**Run 1: M1 wires**

Scale bar: 50 µm. Cells faint in the background.
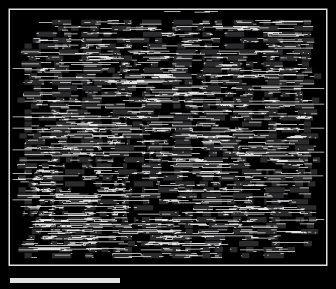
**Run 1: the metal 2 layer**

Cells faint in the background.
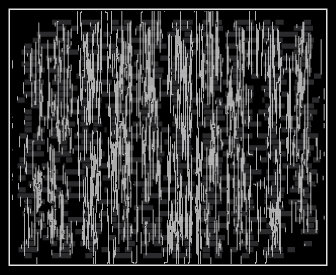
**Run 1: M3 wires**

Scale bar: 50 µm. Cells faint in the background.
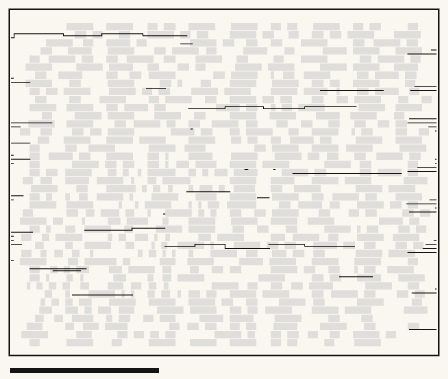
==> config.mk <==
export PLATFORM = sky130hd
export DESIGN_NAME = r_bram_stream
export DESIGN_NICKNAME = d
export VERILOG_FILES = /design/src/rtl/r_bram_stream.sv
export SDC_FILE = /design/constraint.sdc
export NUM_CORES = 1
export LEC_CHECK = 0
export CAP_MARGIN = 40
export CELL_PAD_IN_SITES_DETAIL_PLACEMENT = 2
export CELL_PAD_IN_SITES_GLOBAL_PLACEMENT = 2
export CORE_ASPECT_RATIO = 0.8
export CORE_MARGIN = 2
export CORE_UTILIZATION = 44
export CTS_CLUSTER_DIAMETER = 60
export DETAILED_ROUTE_END_ITERATION = 16
export GPL_ROUTABILITY_DRIVEN = 1
export GPL_TIMING_DRIVEN = 1
export HOLD_SLACK_MARGIN = 0.08
export PLACE_DENSITY_LB_ADDON = 0.05
export SETUP_SLACK_MARGIN = 0.5
export SYNTH_ARGS = -nofsm -noshare
export SYNTH_HDL_FRONTEND = slang
export SYNTH_SLANG_ARGS = --single-unit
==> constraint.sdc <==
create_clock -name CLK -period 9.9 [get_ports CLK]
set_input_delay 2.97 -clock CLK [delete_from_list [all_inputs] [get_ports CLK]]
set_output_delay 2.97 -clock CLK [all_outputs]
set_load 0.02 [all_outputs]
==> src/rtl/r_bram_stream.sv <==
// Read-side sequencer for a 512-deep BRAM: issues port-B reads while words are
// available, captures read data after RD_LAT cycles, and streams it through a 4-entry buffer.
module r_bram_stream #(
   parameter int DATA_W = 32,
   parameter int RD_LAT = 1
) (
   input  logic              CLK,
   input  logic              rst_n,
   input  logic              wr_push,
   input  logic [DATA_W-1:0] DOUT_B,
   output logic              r_bram_addr_en,
   output logic              m_valid,
   input  logic              m_ready,
   output logic [DATA_W-1:0] m_data,
   output logic [9:0]        rd_avail,
   output logic              ovf_err
);

   localparam logic [9:0] DEPTH = 10'd512;

   logic [9:0]        avail;
   logic [RD_LAT-1:0] inflight;
   logic [2:0]        occ;
   logic [1:0]        rd_ptr;
   logic [1:0]        wr_ptr;
   logic [DATA_W-1:0] buffer [4];
   logic [2:0]        flight_cnt;
   logic              capture;
   logic              pop;

   always_comb begin
      // NOTE: assign a default before the loop so no path leaves flight_cnt unassigned (no latch).
      flight_cnt = '0;
      for (int i = 0; i < RD_LAT; i++) begin
         flight_cnt = flight_cnt + {2'b00, inflight[i]};
      end
   end

   // Reads in flight reserve buffer slots, so a capture always finds room.
   assign r_bram_addr_en = (avail != '0) && ((occ + flight_cnt) < 3'd4);
   assign capture        = inflight[RD_LAT-1];
   assign m_valid        = (occ != '0);
   assign pop            = m_valid && m_ready;
   assign m_data         = buffer[rd_ptr];
   assign rd_avail       = avail;

   if (RD_LAT == 1) begin : g_lat1
      always_ff @(posedge CLK or negedge rst_n) begin
         if (!rst_n) inflight <= '0;
         else        inflight <= r_bram_addr_en;
      end
   end else begin : g_latn
      always_ff @(posedge CLK or negedge rst_n) begin
         if (!rst_n) inflight <= '0;
         else        inflight <= {inflight[RD_LAT-2:0], r_bram_addr_en};
      end
   end

   always_ff @(posedge CLK or negedge rst_n) begin
      if (!rst_n) begin
         avail   <= '0;
         ovf_err <= 1'b0;
      end else begin
         // NOTE: non-blocking assignments so every register sees pre-edge values.
         case ({wr_push, r_bram_addr_en})
            2'b10: begin
               if (avail == DEPTH) ovf_err <= 1'b1;
               else                avail   <= avail + 10'd1;
            end
            2'b01:   avail <= avail - 10'd1;
            default: ;
         endcase
      end
   end

   always_ff @(posedge CLK or negedge rst_n) begin
      if (!rst_n) begin
         occ    <= '0;
         rd_ptr <= '0;
         wr_ptr <= '0;
         // NOTE: this small buffer is reset (unlike a RAM) so m_data is 0 and never stale after reset.
         for (int i = 0; i < 4; i++) buffer[i] <= '0;
      end else begin
         if (capture) begin
            buffer[wr_ptr] <= DOUT_B;
            wr_ptr         <= wr_ptr + 2'd1;
         end
         if (pop) rd_ptr <= rd_ptr + 2'd1;
         case ({capture, pop})
            2'b10:   occ <= occ + 3'd1;
            2'b01:   occ <= occ - 3'd1;
            default: ;
         endcase
      end
   end

endmodule

==> run notes, run 1 <==
run metrics: OpenROAD warnings 29, Worst-Margin Slew about 0.86 ns, CTS Hold Buffers Added 0, CTS tree yes, Worst R2R Setup Slack between 6 and 7 ns, Die W ~140 µm, layout filler cell count ~1,400, P&R area growth vs syn 23.8%, Syn Area/Cell 15.5 µm², wire per inst around 23 µm, combinational power roughly 1800 µW, Post-synth top flop dfrtp_1, pin count of the biggest net entering global routing 84, Clock net power approximately 600 µW, CP arrival 2.73 ns, first-pass GRT wire length roughly 28 mm, hold endpoint ovf_err, Synth Instances roughly 440, met3 wire length 536 µm, Routed Antenna Nets 0, CP max stage cell dfrtp_2, Std-Cell Rows ~40, leakage about 0.0036 µW, sw frac 0.370, Crit Path Max Fanout 22, run status finished, final reports clean, wire length on met1 approximately 7.4 mm, ys flops roughly 150, # IOs ~81, simple-gate share of the synthesized area 0.0253
Back to the opening pictures, 'M1 wires':
wire length on this layer: 7,360 µm
nets with wire on the layer: 536
longest straight run: 49.2 µm
share of all routed wire: 42%
WL final: 17.5 mm
vias: 4,095
met1 Usage GRT: 0.285

Back to the opening pictures, 'the metal 2 layer':
longest straight run: 56.8 µm
main direction: vertical

Back to the opening pictures, 'M3 wires':
main direction: horizontal
share of all routed wire: 3.1%
longest straight run: 36.3 µm
nets with wire on the layer: 48
M3 GR Usage: 0.0471

-- run 1: flip-flops by register name, summed over array words and instances (netlist names) --
name and cells:
ovf_err 1, occ 3, rd_ptr 2, capture 1, buffer 128, rd_avail 10
wr_ptr 2
-- run 1: metrics by stage --
stage	hold WS, ns	cell area [µm²]	cells
final	0.487	8500	746
after global routing	0.504	8500	746
after CTS	0.490	8500	746
after detailed placement	0.472	7970	716
after global placement	0.459	7860	711
after floorplan	0.459	6870	443
-- run 1: area by class of cell --
class                   count  area share
well taps                 210      0.0309
multi-input cells         260       0.359
clock buffers              25      0.0559
repair buffers             88       0.110
clock inverters             5     0.00633
inverters                  11     0.00486
flip-flops and latches    147       0.433
==> run 2, diff against run 1 <==
- CORE_UTILIZATION: 44 -> 40
- clock period: 9.9 -> 5.3 ns (I/O delays scaled with it)
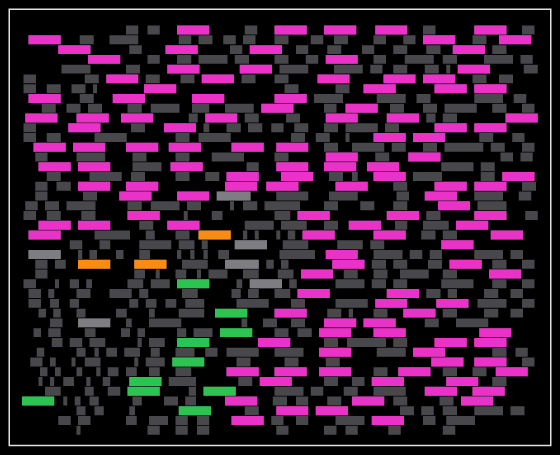
**Above:** run 2 (sequential cells colored by netlist name).
Other sequential cells in the stronger gray, the rest of the logic in the fainter gray.
| color | name in the netlist | placed flops |
|---|---|---|
| orange | occ | 3 |
| magenta | buffer | 128 |
| green | rd_avail | 10 |
register area: 3680 µm²
final core occ: 0.515
sequential share of cell area: 0.429
P_seq: 2170 µW

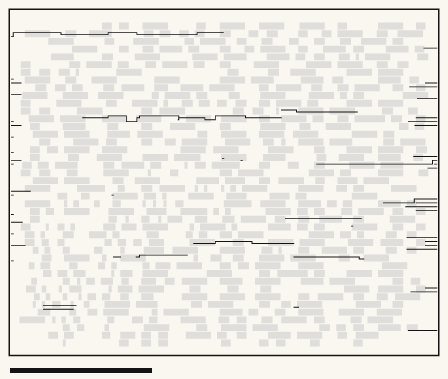
**Above:** run 2 (M3 wires).
Scale bar: 50 µm. Cells faint in the background.
share of all routed wire: 3.4%
main direction: horizontal
WL final: 16.3 mm
M3 GR Usage: 0.0466
vias: 4,043

==> run 2 against run 1 <==
Effect of this change: final cell count increased by 1.6%; clock-buffer cell count decreased by 3; hold slack got worse by 0.014 ns; power increased by 87%; non-clock buffer count increased by 1; wire length decreased by 6.7%; synthesized cell count unchanged; critical path depth unchanged; highest routed layer unchanged; die area increased by 9.7%; utilization decreased by 4.6 points; sequential power increased by 87%.
==> run notes, run 2 <==
run metrics: run status finished, final reports clean (unchanged), # IOs 81 (unchanged), pin count of the biggest net entering global routing 85 (was 84), Post-synth top flop dfrtp_1 (unchanged), met1 Usage GRT 0.271 (was 0.285), Worst-Margin Slew 0.764 ns (was 0.863 ns), first-pass GRT wire length 27.0 mm (was 28.2 mm), final hold violations 0 (unchanged), ys flops 147 (unchanged), wire per inst 21.5 µm (was 23.5 µm), Die W 151 µm (was 144 µm), Worst R2R Setup Slack 1.78 ns (was 6.28 ns), Synth Instances 443 (unchanged), Crit Path Max Fanout 18 (was 22), Reg with most FFs buffer (unchanged), Clock net power 1160 µW (was 595 µW), WP data required 3.71 ns (was 6.93 ns), hold endpoint ovf_err (unchanged), simple-gate share of the synthesized area 0.0253 (unchanged), DR WL met2 8.17 mm (was 9.48 mm), CP arrival 2.62 ns (was 2.73 ns), P&R area growth vs syn 24.8% (was 23.8%), Routed Antenna Nets 0 (unchanged), leakage 0.00358 µW (was 0.00356 µW), wire length on met1 7.46 mm (was 7.36 mm), OpenROAD warnings 29 (unchanged), Syn Area/Cell 15.5 µm² (unchanged), combinational power 3350 µW (was 1830 µW), Std-Cell Rows 42 (was 40)
## run 2: cell type report
class	count	area [µm²]
fill	1513	8090
sequential	147	3680
multi-input combinational	260	3050
timing repair buffer	89	960
clock buffer	22	454
tap	220	275
clock inverter	9	108
inverter	11	41.3
## run 2: critical path, cell delays in order, from the launching register on
cell,delay [ns]
dfrtp_2,0.80
buf_12,0.28
mux4_2,0.53
clkdlybuf4s50_1,0.59
## run 2: per-stage QoR
stage               total power (µW)  instance area [µm²]  setup WS (ns)  utilization  cells
floorplan                       4260                 6870           1.30            -    443
global placement                5320                 7900           1.13        0.474    722
detailed placement              5560                 8010           1.02        0.481    727
CTS                             6790                 8570          0.997        0.515    758
global route                    7130                 8570          0.920        0.515    758
finish                          6680                 8570           1.09        0.515    758
==> run 3, diff against run 2 <==
- clock period: 5.3 -> 3.98 ns (I/O delays scaled with it)
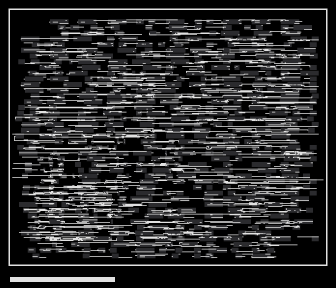
**Above:** run 3 (M1 wires).
Scale bar: 50 µm. Cells faint in the background.
share of all routed wire: 46%
wire length on this layer: 7,550 µm
longest straight run: 48.3 µm
nets with wire on the layer: 535
main direction: horizontal

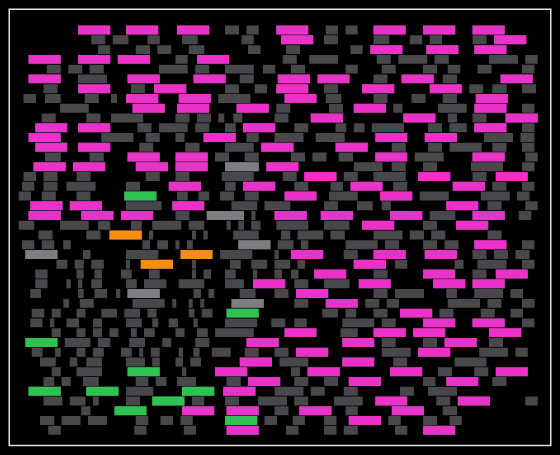
**Above:** run 3 (sequential cells colored by netlist name).
Other sequential cells in the stronger gray, the rest of the logic in the fainter gray.
| color | name in the netlist | placed flops |
|---|---|---|
| magenta | buffer | 128 |
| orange | occ | 3 |
| green | rd_avail | 10 |
P_seq: 2840 µW
sequential share of cell area: 0.424
final core occ: 0.521
register area: 3680 µm²

==> run 3 against run 2 <==
Effect of this change: synthesized cell count is the same; wire length grew 0.64%; register-to-register slack worse by 1.1 ns; non-clock buffer count up 8; clock-buffer cell count decreased by 3; clock power rose by 34%; synthesized area stayed put; critical path type unchanged.
==> run notes, run 3 <==
run metrics: run status finished, final reports clean (unchanged), Die W 151 µm (unchanged), WP data required 2.79 ns (was 3.71 ns), M3 GR Usage 0.0383 (was 0.0466), first-pass GRT wire length 27.2 mm (was 27.0 mm), Worst-Margin Slew 0.573 ns (was 0.764 ns), clock network area share 0.0666 (was 0.0655), layout filler cell count 1,525 (was 1,513), P&R area growth vs syn 26.5% (was 24.8%), fin worst setup slack 0.566 ns (was 1.09 ns), Syn Area/Cell 15.5 µm² (unchanged), vias 4,074 (was 4,043), Synth Instances 443 (unchanged), Reg with most FFs buffer (unchanged), met1 Usage GRT 0.272 (was 0.271), pre-CTS WS 0.111 ns (was 1.02 ns), Clock net power 1560 µW (was 1160 µW), simple-gate share of the synthesized area 0.0253 (unchanged), tap cells 220 (unchanged), CP arrival 2.22 ns (was 2.62 ns), combinational gates 260 (unchanged), # IOs 81 (unchanged), Crit Path Max Fanout 8 (was 18), non-clk buf share 0.120 (was 0.112), non-clock buffer count 97 (was 89), ys flops 147 (unchanged), Comb/total area 0.353 (was 0.356), CP delay by family, top buffers and inverters (unchanged), CTS tree yes (unchanged), hold endpoint ovf_err (unchanged), met3 wire length 438 µm (was 558 µm), CP max stage cell clkdlybuf4s50_1 (was dfrtp_2), DR WL met2 8.23 mm (was 8.17 mm), wire per inst 21.4 µm (was 21.5 µm), Non-Clock Inverter Count 11 (unchanged), CP bufs+invs 2 (unchanged), seq_cells 147 (unchanged), Worst R2R Setup Slack 0.73 ns (was 1.78 ns), CTS Hold Buffers Added 0 (unchanged), Post-synth top flop dfrtp_1 (unchanged), combinational power 4520 µW (was 3350 µW), wire length on met1 7.55 mm (was 7.46 mm), Routed Antenna Nets 0 (unchanged), leakage 0.00372 µW (was 0.00358 µW)
run 3: per-stage QoR:
step                      instance area [µm²]  hold WS (ns)  total power, µW  utilization  cells
after floorplan                          6870         0.459             5680            -    443
after global placement                   7960         0.454             7110        0.478    726
after detailed placement                 8040         0.475             7420        0.482    730
after CTS                                8650         0.492             9090        0.519    767
after global routing                     8680         0.511             9520        0.521    767
final                                    8680         0.481             8920        0.521    767
run 3: worst reg2reg max path: stages, from the launching register on:
cell and delay [ns]:
dfrtp_1 0.42, or4_4 0.56, nor4_4 0.21, buf_4 0.21
a211oi_4 0.09, fa_1 0.43, a211oi_1 0.44, nor2_1 0.13
a31oi_1 0.22, o311ai_0 0.15, mux2_4 0.28
No activity file was given, so power comes from the tool's default toggle rates.
